[config.mk]
export PLATFORM = sky130hd
export DESIGN_NAME = key_tone_gen_flat
export DESIGN_NICKNAME = d
export VERILOG_FILES = /design/src/rtl/key_tone_gen_if.sv /design/src/rtl/key_tone_gen.sv /design/src/flat_wrapper.sv
export SDC_FILE = /design/constraint.sdc
export NUM_CORES = 1
export LEC_CHECK = 0
export CAP_MARGIN = 10
export CELL_PAD_IN_SITES_DETAIL_PLACEMENT = 0
export CELL_PAD_IN_SITES_GLOBAL_PLACEMENT = 2
export CORE_ASPECT_RATIO = 0.75
export CORE_MARGIN = 8
export CORE_UTILIZATION = 40
export DETAILED_ROUTE_END_ITERATION = 7
export GPL_ROUTABILITY_DRIVEN = 0
export PLACE_DENSITY = 0.86
export SYNTH_ARGS = -nofsm -noshare
export SYNTH_HDL_FRONTEND = slang
export SYNTH_SLANG_ARGS = --single-unit
[constraint.sdc]
create_clock -name clk -period 7.8 [get_ports clk]
set_clock_uncertainty 0.15 [all_clocks]
set_input_delay 1.56 -clock clk [delete_from_list [all_inputs] [get_ports clk]]
set_output_delay 1.56 -clock clk [all_outputs]
set_load 0.005 [all_outputs]
[src/rtl/key_tone_gen_if.sv]
// Key-tone generator bus: raw key switches in, audio samples out over valid/ready, status flags.
// With KEY_TONE_OCTAVE_EN defined the bus also carries the octave_up input.
interface key_tone_gen_if;
    logic [6:0]         key_in;
    logic               sample_ready;
    logic               sample_valid;
    logic signed [15:0] sample_data;
    logic               note_active;
    logic [2:0]         note_idx;
    logic               overrun;
`ifdef KEY_TONE_OCTAVE_EN
    logic               octave_up;

    modport master (
        input  key_in, sample_ready, octave_up,
        output sample_valid, sample_data, note_active, note_idx, overrun
    );
    modport slave (
        output key_in, sample_ready, octave_up,
        input  sample_valid, sample_data, note_active, note_idx, overrun
    );
`else
    modport master (
        input  key_in, sample_ready,
        output sample_valid, sample_data, note_active, note_idx, overrun
    );
    modport slave (
        output key_in, sample_ready,
        input  sample_valid, sample_data, note_active, note_idx, overrun
    );
`endif
endinterface

[src/rtl/key_tone_gen.sv]
// Seven debounced keys select a note by priority; a square-wave tone is streamed as 16-bit samples.
// Optional KEY_TONE_OCTAVE_EN adds a synchronised octave_up input that halves every half period.
module key_tone_gen #(
    parameter int unsigned DEB_CYCLES = 500000,
    parameter int unsigned SAMPLE_DIV = 1042,
    parameter int unsigned AMPLITUDE  = 8000,
    parameter int unsigned TONE_SHIFT = 0
) (
    input logic             clk,
    input logic             reset,
    key_tone_gen_if.master  io_bus
);
    localparam int unsigned DebW  = $clog2(DEB_CYCLES);
    localparam int unsigned TickW = $clog2(SAMPLE_DIV);
    localparam logic [DebW-1:0]  DebLast  = DebW'(DEB_CYCLES - 1);
    localparam logic [TickW-1:0] TickLast = TickW'(SAMPLE_DIV - 1);
    localparam logic signed [15:0] AmpPos = 16'(AMPLITUDE);
    localparam logic signed [15:0] AmpNeg = -AmpPos;

    logic [6:0]         r_key_s1, r_key_s2, r_stable;
    logic [DebW-1:0]    r_deb_cnt [7];
    logic               r_note_active;
    logic [2:0]         r_note_idx;
    logic [16:0]        r_half_cnt;
    logic               r_phase;
    logic [TickW-1:0]   r_tick_cnt;
    logic               r_sample_valid;
    logic signed [15:0] r_sample_data;
    logic               r_overrun;

    logic               w_any, w_oct, w_oct_chg, w_note_chg, w_tick, w_xfer;
    logic [2:0]         w_idx;
    logic [16:0]        w_hp;
    logic signed [15:0] w_sample;

    function automatic logic [16:0] hp_base(input logic [2:0] idx);
        logic [31:0] hp;
        case (idx)
            3'd6:    hp = 32'd95556;
            3'd5:    hp = 32'd85131;
            3'd4:    hp = 32'd75843;
            3'd3:    hp = 32'd71586;
            3'd2:    hp = 32'd63776;
            3'd1:    hp = 32'd56818;
            default: hp = 32'd50619;
        endcase
        return 17'(hp >> TONE_SHIFT);
    endfunction

`ifdef KEY_TONE_OCTAVE_EN
    logic r_oct_s1, r_oct_s2, r_oct_q;

    always_ff @(posedge clk or posedge reset) begin
        if (reset) begin
            r_oct_s1 <= 1'b0;
            r_oct_s2 <= 1'b0;
            r_oct_q  <= 1'b0;
        end else begin
            r_oct_s1 <= io_bus.octave_up;
            r_oct_s2 <= r_oct_s1;
            r_oct_q  <= r_oct_s2;
        end
    end

    assign w_oct     = r_oct_s2;
    assign w_oct_chg = r_oct_s2 ^ r_oct_q;
`else
    assign w_oct     = 1'b0;
    assign w_oct_chg = 1'b0;
`endif

    always_comb begin
        // Ascending scan so the highest set key wins.
        w_idx = 3'd0;
        for (int k = 0; k < 7; k++) begin
            if (r_stable[k]) w_idx = 3'(k);
        end
        w_any = |r_stable;
        w_hp  = hp_base(w_idx) >> w_oct;
        if (w_hp == 17'd0) w_hp = 17'd1;
        w_note_chg = (w_any != r_note_active) || (w_idx != r_note_idx) || w_oct_chg;
        w_tick     = (r_tick_cnt == TickLast);
        w_xfer     = r_sample_valid && io_bus.sample_ready;
        if (!r_note_active) w_sample = '0;
        else if (r_phase)   w_sample = AmpPos;
        else                w_sample = AmpNeg;
    end

    always_ff @(posedge clk or posedge reset) begin
        if (reset) begin
            r_key_s1      <= '0;
            r_key_s2      <= '0;
            r_stable      <= '0;
            for (int k = 0; k < 7; k++) r_deb_cnt[k] <= '0;
            r_note_active <= 1'b0;
            r_note_idx    <= 3'd0;
        end else begin
            r_key_s1 <= io_bus.key_in;
            r_key_s2 <= r_key_s1;
            for (int k = 0; k < 7; k++) begin
                if (r_key_s2[k] == r_stable[k]) begin
                    r_deb_cnt[k] <= '0;
                end else if (r_deb_cnt[k] == DebLast) begin
                    r_stable[k]  <= r_key_s2[k];
                    r_deb_cnt[k] <= '0;
                end else begin
                    r_deb_cnt[k] <= r_deb_cnt[k] + DebW'(1);
                end
            end
            r_note_active <= w_any;
            if (w_any) r_note_idx <= w_idx;
        end
    end

    // Reload coincides with the registered note update so a new note always starts at phase 0.
    always_ff @(posedge clk or posedge reset) begin
        if (reset) begin
            r_half_cnt <= '0;
            r_phase    <= 1'b0;
        end else if (!w_any) begin
            r_half_cnt <= '0;
            r_phase    <= 1'b0;
        end else if (w_note_chg) begin
            r_half_cnt <= w_hp - 17'd1;
            r_phase    <= 1'b0;
        end else if (r_half_cnt == 17'd0) begin
            r_half_cnt <= w_hp - 17'd1;
            r_phase    <= ~r_phase;
        end else begin
            r_half_cnt <= r_half_cnt - 17'd1;
        end
    end

    always_ff @(posedge clk or posedge reset) begin
        if (reset) begin
            r_tick_cnt     <= '0;
            r_sample_valid <= 1'b0;
            r_sample_data  <= '0;
            r_overrun      <= 1'b0;
        end else begin
            r_tick_cnt <= w_tick ? '0 : r_tick_cnt + TickW'(1);
            if (w_tick) begin
                if (!r_sample_valid || w_xfer) begin
                    r_sample_data  <= w_sample;
                    r_sample_valid <= 1'b1;
                end else begin
                    r_overrun <= 1'b1;
                end
            end else if (w_xfer) begin
                r_sample_valid <= 1'b0;
            end
        end
    end

    assign io_bus.sample_valid = r_sample_valid;
    assign io_bus.sample_data  = r_sample_data;
    assign io_bus.note_active  = r_note_active;
    assign io_bus.note_idx     = r_note_idx;
    assign io_bus.overrun      = r_overrun;
endmodule
[src/flat_wrapper.sv]
// flat-port wrapper written by rule: the top's interface ports become plain ports
module key_tone_gen_flat 
#(
    parameter int unsigned DEB_CYCLES = 500000,
    parameter int unsigned SAMPLE_DIV = 1042,
    parameter int unsigned AMPLITUDE  = 8000,
    parameter int unsigned TONE_SHIFT = 0
)
  (clk, reset, io_bus_key_in, io_bus_sample_ready, io_bus_sample_valid, io_bus_sample_data, io_bus_note_active, io_bus_note_idx, io_bus_overrun);
  key_tone_gen_if io_bus_i ();
  input logic clk;
  input logic reset;
  input wire logic [$bits(io_bus_i.key_in)-1:0] io_bus_key_in;
  input wire logic [$bits(io_bus_i.sample_ready)-1:0] io_bus_sample_ready;
  output wire logic [$bits(io_bus_i.sample_valid)-1:0] io_bus_sample_valid;
  output wire logic [$bits(io_bus_i.sample_data)-1:0] io_bus_sample_data;
  output wire logic [$bits(io_bus_i.note_active)-1:0] io_bus_note_active;
  output wire logic [$bits(io_bus_i.note_idx)-1:0] io_bus_note_idx;
  output wire logic [$bits(io_bus_i.overrun)-1:0] io_bus_overrun;
  assign io_bus_i.key_in = io_bus_key_in;
  assign io_bus_i.sample_ready = io_bus_sample_ready;
  assign io_bus_sample_valid = io_bus_i.sample_valid;
  assign io_bus_sample_data = io_bus_i.sample_data;
  assign io_bus_note_active = io_bus_i.note_active;
  assign io_bus_note_idx = io_bus_i.note_idx;
  assign io_bus_overrun = io_bus_i.overrun;
  key_tone_gen #(.DEB_CYCLES(DEB_CYCLES), .SAMPLE_DIV(SAMPLE_DIV), .AMPLITUDE(AMPLITUDE), .TONE_SHIFT(TONE_SHIFT)) u_core (.clk(clk), .reset(reset), .io_bus(io_bus_i));
endmodule
### Cell sizes after repair

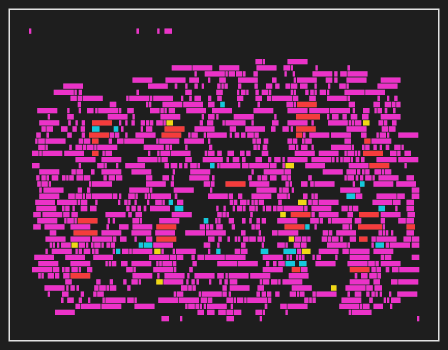
Key: drive 1 or less = magenta [cells 887]; drive 2 = cyan [cells 20]; drive 6 and up = red [cells 27]; drive 3 to 4 = yellow [cells 11]

### Sequential cells colored by netlist name

Other sequential cells in the stronger gray, the rest of the logic in the fainter gray.
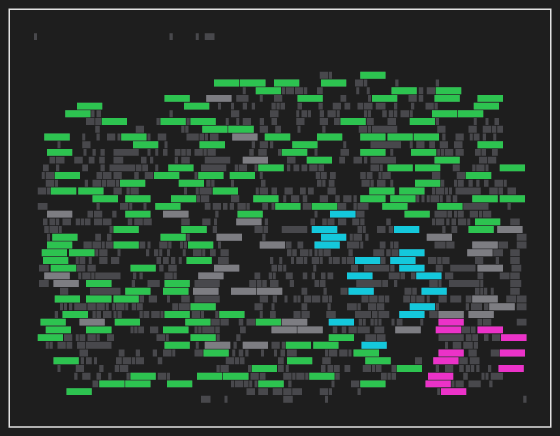
Key: u_core.r_deb_cnt = green [sequential cells 133, where widely spread]; u_core.r_half_cnt = cyan [sequential cells 17]; u_core.r_tick_cnt = magenta [sequential cells 11, where bottom right]

==> reports/metrics.yaml <==
drt:
  drt-total-wl_mm: 17.52
  antenna_left: 0
  vias_per_cell: 4.950
  drc_errors: 0
yosys:
  avgSynthCellArea_sq_um: 9.912
  syn_inst: 920
  yosysChipArea_sq_um: 9119
  synth_top_cell_by_area: "dfrtp_1"
  aoi_share: 0.03718
  edf_count: 0
  topCombFamilyByArea: "simple AND/OR/NAND/NOR gates"
sta:
  tightestPinTransition_ps: 948.2
  setup_viol: 0
worst_setup_path:
  r2r_slack_ps: 4380
  critPathRequiredTime_ps: 7990
  path_depth: 7
  worstSetupStartpointType: "flip-flop"
cts:
  cts_setup_buffers: 0
power:
  internal_power_w: 0.001538
  combPwrFrac: 0.028
placed_design:
  place_area_sq_um: 9589
run_status:
  outcome: "finished, final reports clean"
min_path:
  hold_class: "reg2reg"
cells_and_area:
  fin_nets: 952
grt:
  grt_start_max_net_pins: 117
floorplan:
  die_x_um: 190.3
### Routing congestion

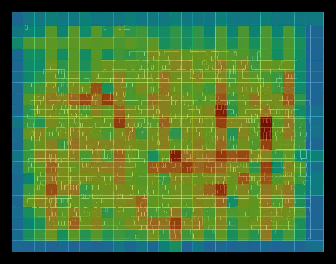
met2 Use GR: 0.1740
met1 track demand over resource: 0.2080
DR WL/cell: 14.07 um

registers in the layout, indices dropped and copies added, names as in the netlist:
register / count
u_core.r_deb_cnt: 133
u_core.r_half_cnt: 17
u_core.r_tick_cnt: 11
u_core.r_key_s1: 7
u_core.r_key_s2: 7
u_core.r_stable: 7
u_core.io_bus.note_idx: 3
u_core.io_bus.sample_data: 3
u_core.io_bus.note_active: 1
u_core.io_bus.overrun: 1
u_core.io_bus.sample_valid: 1
u_core.r_phase: 1
cell type report:
type | instances | area share
multi-input cells | 668 | 0.3954
inverters | 26 | 0.01029
clock inverters | 15 | 0.01948
clock buffers | 17 | 0.04165
flip-flops and latches | 192 | 0.4704
repair buffers | 27 | 0.02597
well taps | 300 | 0.03675
Power is estimated from default activity; no workload was simulated.
